### Supply network, run 1

Bar = 20 um. Pins as bars on the die edge.
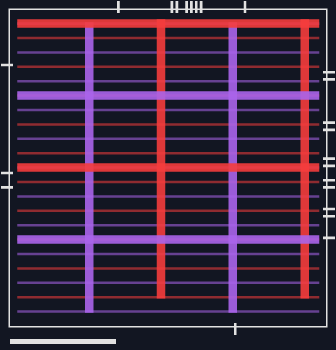
### Cell classes on the final placement, run 1

Fill, decap, tap and diode cells in grey.
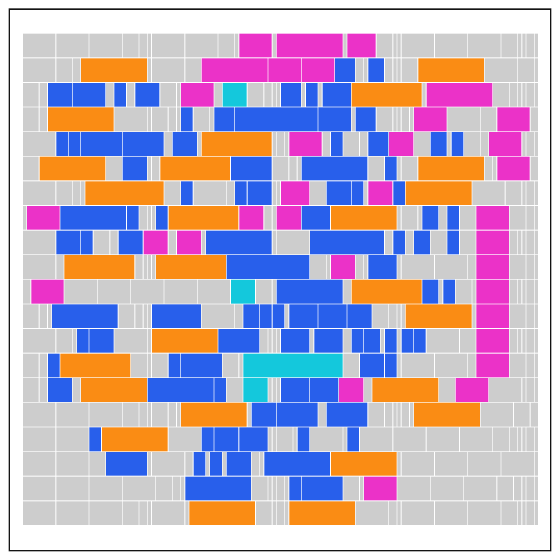
### Clock distribution, run 1

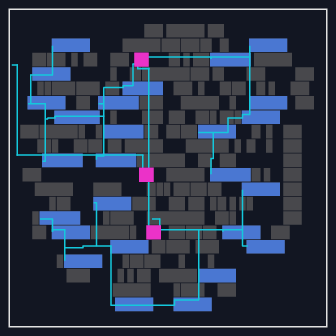
### Metal layers overlaid, run 1

Bar = 20 um. Only two layers are drawn.
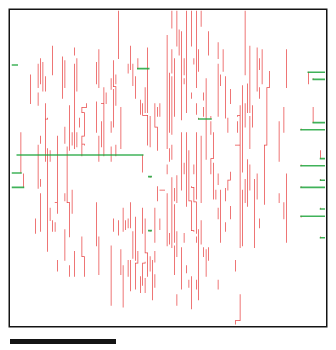
## src/rtl/csa_accum_pkg.sv

```systemverilog
`default_nettype none
// ============================================================================
//  Module   : csa_pkg
//  Purpose  : Shared definitions for the carry-save accumulator: FSM state
//             encoding and a ceil(log2) helper used to size the result and
//             the operand counter.
//  Config   : CSA_ACCUM_SAT_EN (used by csa_accum, not here)
//  Revision : 1.0 - initial release
// ============================================================================
package csa_pkg;

   typedef enum logic [1:0] {
      ACCUM   = 2'd0,
      RESOLVE = 2'd1,
      DONE    = 2'd2
   } state_e;

   // Smallest r with 2**r >= v; evaluated at elaboration time only.
   function automatic int clog2(input int v);
      int r;
      r = 0;
      while ((1 << r) < v) begin
         r = r + 1;
      end
      return r;
   endfunction

endpackage : csa_pkg
`default_nettype wire

```

## src/rtl/csa_accum_if.sv

```systemverilog
`default_nettype none
// ============================================================================
//  Module   : csa_accum_if
//  Purpose  : Operand/result handshake bundle for csa_accum.
//  Signals  : in_valid/in_ready/in_data/in_last  - operand stream
//             out_valid/out_ready                - result handshake
//             out_full (ACC_W), out_r (WIDTH), ov - result payload
//  Modports : master (operand producer / result consumer), slave (csa_accum)
//  Revision : 1.0 - initial release
// ============================================================================
interface csa_accum_if
   import csa_pkg::*;
#(
   parameter int WIDTH   = 4,
   parameter int MAX_OPS = 8
);
   localparam int ACC_W = WIDTH + clog2(MAX_OPS);

   logic             in_valid;
   logic             in_ready;
   logic [WIDTH-1:0] in_data;
   logic             in_last;
   logic             out_valid;
   logic             out_ready;
   logic [ACC_W-1:0] out_full;
   logic [WIDTH-1:0] out_r;
   logic             ov;

   modport master (
      output in_valid, in_data, in_last, out_ready,
      input  in_ready, out_valid, out_full, out_r, ov
   );

   modport slave (
      input  in_valid, in_data, in_last, out_ready,
      output in_ready, out_valid, out_full, out_r, ov
   );

endinterface : csa_accum_if
`default_nettype wire

```

## src/rtl/csa_3to2.sv

```systemverilog
`default_nettype none
// ============================================================================
//  Module   : csa_3to2
//  Purpose  : Bitwise full-adder array (3:2 compressor). Three W-bit vectors
//             in, a sum vector and an unshifted carry vector out, so that
//             i_a + i_b + i_c == o_sum + 2*o_carry.
//  Ports    : i_a, i_b, i_c (W) - addends
//             o_sum (W)         - per-bit XOR
//             o_carry (W)       - per-bit majority, weight 2**(bit+1)
//  Revision : 1.0 - initial release
// ============================================================================
module csa_3to2 #(
   parameter int W = 8
) (
   input  wire logic [W-1:0] i_a,
   input  wire logic [W-1:0] i_b,
   input  wire logic [W-1:0] i_c,
   output logic      [W-1:0] o_sum,
   output logic      [W-1:0] o_carry
);

   for (genvar i = 0; i < W; i++) begin : g_fa
      assign o_sum[i]   = i_a[i] ^ i_b[i] ^ i_c[i];
      assign o_carry[i] = (i_a[i] & i_b[i]) | (i_a[i] & i_c[i]) | (i_b[i] & i_c[i]);
   end

endmodule : csa_3to2
`default_nettype wire

```

## src/rtl/csa_accum.sv

```systemverilog
`default_nettype none
// ============================================================================
//  Module   : csa_accum
//  Purpose  : Accumulates up to MAX_OPS unsigned WIDTH-bit operands in
//             carry-save form (one 3:2 compression per accepted operand, no
//             carry propagation), then resolves the sum with a single adder
//             in a one-cycle RESOLVE state and holds it in DONE until taken.
//  Ports    : clk, rst (sync, active-high)
//             bus (csa_accum_if.slave): in_valid/in_ready/in_data/in_last,
//             out_valid/out_ready/out_full/out_r/ov
//  Config   : CSA_ACCUM_SAT_EN - when defined, out_r saturates to all-ones
//             on overflow; otherwise out_r is the wrapped low WIDTH bits.
//  Revision : 1.0 - initial release
// ============================================================================
module csa_accum
   import csa_pkg::*;
#(
   parameter int WIDTH   = 4,
   parameter int MAX_OPS = 8
) (
   input  wire logic    clk,
   input  wire logic    rst,
   csa_accum_if.slave   bus
);

   localparam int ACC_W = WIDTH + clog2(MAX_OPS);
   localparam int CNT_W = clog2(MAX_OPS);

   state_e           state_q, state_d;
   logic [ACC_W-1:0] s_q, s_d;
   logic [ACC_W-1:0] c_q, c_d;
   logic [CNT_W-1:0] cnt_q, cnt_d;
   logic [ACC_W-1:0] out_full_q, out_full_d;
   logic [WIDTH-1:0] out_r_q, out_r_d;
   logic             ov_q, ov_d;

   logic             w_in_ready;
   logic             w_out_valid;
   logic [ACC_W-1:0] w_c_shift;
   logic [ACC_W-1:0] w_in_ext;
   logic [ACC_W-1:0] w_sum;
   logic [ACC_W-1:0] w_carry;
   logic [ACC_W-1:0] w_resolved;
   logic             w_resolved_ov;
   logic [WIDTH-1:0] w_resolved_r;
   logic             w_force_last;
   logic             w_unused_carry_msb;

   // Stored carries carry weight 2; the bit shifted out the top is always
   // zero because the exact total of MAX_OPS operands fits in ACC_W bits.
   assign w_c_shift          = {c_q[ACC_W-2:0], 1'b0};
   assign w_unused_carry_msb = c_q[ACC_W-1];
   assign w_in_ext           = {{(ACC_W-WIDTH){1'b0}}, bus.in_data};

   csa_3to2 #(
      .W (ACC_W)
   ) u_csa (
      .i_a     (s_q),
      .i_b     (w_c_shift),
      .i_c     (w_in_ext),
      .o_sum   (w_sum),
      .o_carry (w_carry)
   );

   assign w_resolved    = s_q + w_c_shift;
   assign w_resolved_ov = |w_resolved[ACC_W-1:WIDTH];

`ifdef CSA_ACCUM_SAT_EN
   assign w_resolved_r = w_resolved_ov ? {WIDTH{1'b1}} : w_resolved[WIDTH-1:0];
`else
   assign w_resolved_r = w_resolved[WIDTH-1:0];
`endif

   // The counter wraps to zero on the MAX_OPS-th accept, which is also the
   // accept that forces the move to RESOLVE.
   assign w_force_last = (cnt_q == CNT_W'(MAX_OPS - 1));

   always_comb begin
      state_d     = state_q;
      s_d         = s_q;
      c_d         = c_q;
      cnt_d       = cnt_q;
      out_full_d  = out_full_q;
      out_r_d     = out_r_q;
      ov_d        = ov_q;
      w_in_ready  = 1'b0;
      w_out_valid = 1'b0;

      case (state_q)
         ACCUM: begin
            w_in_ready = 1'b1;
            if (bus.in_valid) begin
               s_d   = w_sum;
               c_d   = w_carry;
               cnt_d = cnt_q + 1'b1;
               if (bus.in_last || w_force_last) begin
                  state_d = RESOLVE;
               end
            end
         end
         RESOLVE: begin
            out_full_d = w_resolved;
            out_r_d    = w_resolved_r;
            ov_d       = w_resolved_ov;
            state_d    = DONE;
         end
         DONE: begin
            w_out_valid = 1'b1;
            if (bus.out_ready) begin
               s_d     = '0;
               c_d     = '0;
               cnt_d   = '0;
               state_d = ACCUM;
            end
         end
         default: begin
            state_d = ACCUM;
         end
      endcase
   end

   always_ff @(posedge clk) begin
      if (rst) begin
         state_q    <= ACCUM;
         s_q        <= '0;
         c_q        <= '0;
         cnt_q      <= '0;
         out_full_q <= '0;
         out_r_q    <= '0;
         ov_q       <= 1'b0;
      end else begin
         state_q    <= state_d;
         s_q        <= s_d;
         c_q        <= c_d;
         cnt_q      <= cnt_d;
         out_full_q <= out_full_d;
         out_r_q    <= out_r_d;
         ov_q       <= ov_d;
      end
   end

   assign bus.in_ready  = w_in_ready;
   assign bus.out_valid = w_out_valid;
   assign bus.out_full  = out_full_q;
   assign bus.out_r     = out_r_q;
   assign bus.ov        = ov_q;

endmodule : csa_accum
`default_nettype wire

```

## src/flat_wrapper.sv

```systemverilog
// flat-port wrapper written by rule: the top's interface ports become plain ports
module csa_accum_flat import csa_pkg::*;
#(
   parameter int WIDTH   = 4,
   parameter int MAX_OPS = 8
)
  (clk, rst, bus_in_valid, bus_in_data, bus_in_last, bus_out_ready, bus_in_ready, bus_out_valid, bus_out_full, bus_out_r, bus_ov);
  csa_accum_if #(.WIDTH(WIDTH), .MAX_OPS(MAX_OPS)) bus_i ();
  input  wire logic clk;
  input  wire logic rst;
  input wire logic [$bits(bus_i.in_valid)-1:0] bus_in_valid;
  input wire logic [$bits(bus_i.in_data)-1:0] bus_in_data;
  input wire logic [$bits(bus_i.in_last)-1:0] bus_in_last;
  input wire logic [$bits(bus_i.out_ready)-1:0] bus_out_ready;
  output wire logic [$bits(bus_i.in_ready)-1:0] bus_in_ready;
  output wire logic [$bits(bus_i.out_valid)-1:0] bus_out_valid;
  output wire logic [$bits(bus_i.out_full)-1:0] bus_out_full;
  output wire logic [$bits(bus_i.out_r)-1:0] bus_out_r;
  output wire logic [$bits(bus_i.ov)-1:0] bus_ov;
  assign bus_i.in_valid = bus_in_valid;
  assign bus_i.in_data = bus_in_data;
  assign bus_i.in_last = bus_in_last;
  assign bus_i.out_ready = bus_out_ready;
  assign bus_in_ready = bus_i.in_ready;
  assign bus_out_valid = bus_i.out_valid;
  assign bus_out_full = bus_i.out_full;
  assign bus_out_r = bus_i.out_r;
  assign bus_ov = bus_i.ov;
  csa_accum #(.WIDTH(WIDTH), .MAX_OPS(MAX_OPS)) u_core (.clk(clk), .rst(rst), .bus(bus_i));
endmodule
```

## config.mk

```make
export PLATFORM = sky130hd
export DESIGN_NAME = csa_accum_flat
export DESIGN_NICKNAME = d
export VERILOG_FILES = /design/src/rtl/csa_accum_pkg.sv /design/src/rtl/csa_accum_if.sv /design/src/rtl/csa_3to2.sv /design/src/rtl/csa_accum.sv /design/src/flat_wrapper.sv
export SDC_FILE = /design/constraint.sdc
export NUM_CORES = 1
export LEC_CHECK = 0
export CAP_MARGIN = 10
export CORE_UTILIZATION = 40
export DETAILED_ROUTE_END_ITERATION = 6
export PLACE_DENSITY = 0.66
export SLEW_MARGIN = 10
export SYNTH_ARGS = -nofsm -noshare
export SYNTH_HDL_FRONTEND = slang
export SYNTH_HIERARCHICAL = 1
export SYNTH_SLANG_ARGS = --single-unit
```

## constraint.sdc

```tcl
create_clock -name clk -period 1.6 [get_ports clk]
set_input_delay 0.32 -clock clk [delete_from_list [all_inputs] [get_ports clk]]
set_output_delay 0.32 -clock clk [all_outputs]
set_load 0.005 [all_outputs]
```

==> impl_metrics.toml, run 1 <==
# yosys + openroad results
[status]
outcome = "finished with violations"
failing_checks = "negative setup slack"

[power_and_ir_drop]
power_switching_share_pct = 24.5
p_seq_share_pct = 49.8
power.density_cell_area_mw_per_mm2 = 820
p_total_mw = 1.45
power_leakage_nw = 0.683
power_switching_uw = 354
internal_power_mw = 1.09

[logic_synthesis]
yosys.area.top_type = "sky130_fd_sc_hd__dfxtp_1"
post_syn_area_per_cell_sq_um = 10.1
dominant_register_cell = "sky130_fd_sc_hd__dfxtp_1"
adder_share_pct = 18.6
post_synth_tally_of_flip_flops_with_integrated_enable = 0
synth_largest_type_area_fraction_pct = 39.1
synthesis.instances = 132
post_synth_and_or_nand_nor_area_fraction_pct = 13.1
synthMuxAreaShare_pct = 1.50
synth.distinct_cells = 28

[global_routing]
grt_antenna_before_repair = 0
grt_pass1_vias = 942
grt_util_met1_pct = 21.0
busiest_layer = "met2"
groute.usage.overall_pct = 15.8
grt_pass1_wl_um = 4170

[min_path]
holdCritStartpoint = "u_core/bus.out_full[4]"
worstHoldPathType = "flop to flop"
hold_path_end = "u_core/bus.out_full[4]"

[floorplanning]
tap_cells = 44
fp.dieArea_sq_mm = 0.00356
ioPinCount = 23
fp_util_pct = 42.9

[cts]
post_cts_buffers = 1
clock-root-buffer = "sky130_fd_sc_hd__clkbuf_4"
cts_hold_buf = 0
cts.sinks = 26
clockBufferDepth = 2
cts_resized = 6
tritoncts = "done"

[drt]
viasPerCell = 4.89
routed-wl-met2_um = 1190
highest_layer = "met4"
routed-via-count = 997
met3_wirelength_um = 60
met1_length_um = 1120

[critical_path]
timing.critical_path.to_type = "flop"
ff2ff_setup_slack_ns = -0.13
worst_setup_path_startpoint = "u_core/c_q[0]"
crit_buf_inv = 0
cp_cell_sequence = "ha_4 -> fa_2 -> a21o_2 -> a21oi_2 -> xnor2_1 -> nor3_1 -> a211oi_1"
reg2reg_from = "u_core/c_q[0]"
crit_path_max_incr_delay_ns = 0.36

[final_layout]
final.clkbuf_count = 3
layout.area.comb_sq_um = 786
n_all_buffers = 33
area_growth_syn_to_layout_pct = 32.6
layout.cells.most_common_list = "sky130_fd_sc_hd__nor2_1, sky130_fd_sc_hd__clkdlybuf4s50_1, sky130_fd_sc_hd__dfxtp_1, sky130_fd_sc_hd__a22oi_1, sky130_fd_sc_hd__nand2_1"
signal_buffer_area_fraction_pct = 19.1

[final_timing]
final_critical_path_setup_slack_ns = -0.129
grt_setup_unrepaired = "true"
final_hold_viol_count = 0
total_setup_violations_reported_at_the_end_of_the_flow = 2
hold_ws_ns = 0.480

[placed_design]
gpl_wtd_cong = 0.788
postPlaceCellArea_sq_mm = 0.00167
dp_worst_setup_slack_ns = -0.0838

[run]
warnings = 30
maxcap_violations = 0
Notes on 'Supply network' above:
red -> VDD
purple -> VSS
rows = 20
met1 rails = 21
met4 straps = 4
die outline width: 59.7 um
worst vdd ir: 0.383 mV
Core Area: 0.00310 sq mm
DIE HEIGHT: 59.7 um

Notes on 'Cell classes on the final placement' above:
cyan -> clock drivers and dummy loads  # cells 4, share of their area 3.1%
magenta -> remaining buffers and delay cells  # cells 33, share of their area 20%
blue -> combinational and other logic  # cells 97, share of their area 46%
orange -> sequential cells  # cells 26, share of their area 31%
Seq area share: 30.3%
share of the core filled with cells in the final layout: 56.9%

Notes on 'Clock distribution' above:
cyan -> clock wires  # length 306 um
blue -> flip-flops  # count 26
magenta -> clock drivers  # count 3
flops lie = spread over the die
routed clock nets = 4
Clock Skew: 0.00711 ns
clock network latency to the later pin of the worst-skew pair: 0.32 ns
clock group share of total power: 31.0%
total clock network power: 448 uW

Notes on 'Metal layers overlaid' above:
red -> metal 2  # wire length 1190 um
green -> metal 3  # wire length 60.5 um
Routed wire per std cell: 11.9 um
aggregate routed wire length: 2420 um

==> inputs of run 2 (changes only) <==
--- a/config.mk
+++ b/config.mk
@@ -5,7 +5,6 @@
 export SDC_FILE = /design/constraint.sdc
 export NUM_CORES = 1
 export LEC_CHECK = 0
-export CAP_MARGIN = 10
 export CORE_UTILIZATION = 40
 export DETAILED_ROUTE_END_ITERATION = 6
 export PLACE_DENSITY = 0.66
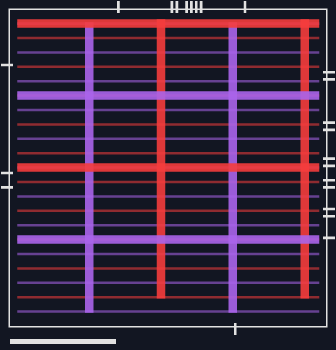
*Supply network, run 2*
Bar = 20 um. Pins as bars on the die edge.
red -> VDD
purple -> VSS
met5 straps = 4
rows = 20
signal pins = 23
met1 rails = 21

==> impl_metrics.toml, run 2 <==
# yosys + openroad results
[cts]
clockBufferDepth = 2
tritoncts = "done"
post_cts_buffers = 1
cts.sinks = 26

[drt]
totalWireLength_um = 2420
highest_layer = "met4"
routedWlPerCell_um = 11.9
routed-wl-met2_um = 1190

[global_routing]
grt_pass1_vias = 942
grt_antenna_before_repair = 0
groute.usage.overall_pct = 15.8
busiest_layer = "met2"

[final_timing]
hold_ws_ns = 0.480
final_critical_path_setup_slack_ns = -0.129
final_hold_viol_count = 0
total_setup_violations_reported_at_the_end_of_the_flow = 2

[logic_synthesis]
adder_share_pct = 18.6
post_synth_and_or_nand_nor_area_fraction_pct = 13.1
yosys.area.top_type = "sky130_fd_sc_hd__dfxtp_1"
synth_largest_type_area_fraction_pct = 39.1
dominant_register_cell = "sky130_fd_sc_hd__dfxtp_1"

[final_layout]
area_growth_syn_to_layout_pct = 32.6
layout.area.comb_sq_um = 786
final.clkbuf_count = 3

[power_and_ir_drop]
power_leakage_nw = 0.683
power.ir.vdd_worst_mv = 0.383
power.clock.total_uw = 448
share_clk_of_total_power_pct = 31.0
p_seq_share_pct = 49.8
internal_power_mw = 1.09
power.density_cell_area_mw_per_mm2 = 820

[min_path]
hold_path_end = "u_core/bus.out_full[4]"
worstHoldPathType = "flop to flop"

[critical_path]
cp_cell_sequence = "ha_4 -> fa_2 -> a21o_2 -> a21oi_2 -> xnor2_1 -> nor3_1 -> a211oi_1"
crit_path_max_incr_delay_ns = 0.36
timing.critical_path.to_type = "flop"
reg2reg_from = "u_core/c_q[0]"
ff2ff_setup_slack_ns = -0.13

[floorplanning]
ioPinCount = 23
core_area_sq_mm = 0.00310
die_height_um = 59.7

[run]
warnings = 30

[placed_design]
postPlaceCellArea_sq_mm = 0.00167

[status]
outcome = "finished with violations"
failing_checks = "negative setup slack"
Power figures rest on the tool's default switching activity, not on a simulated workload.
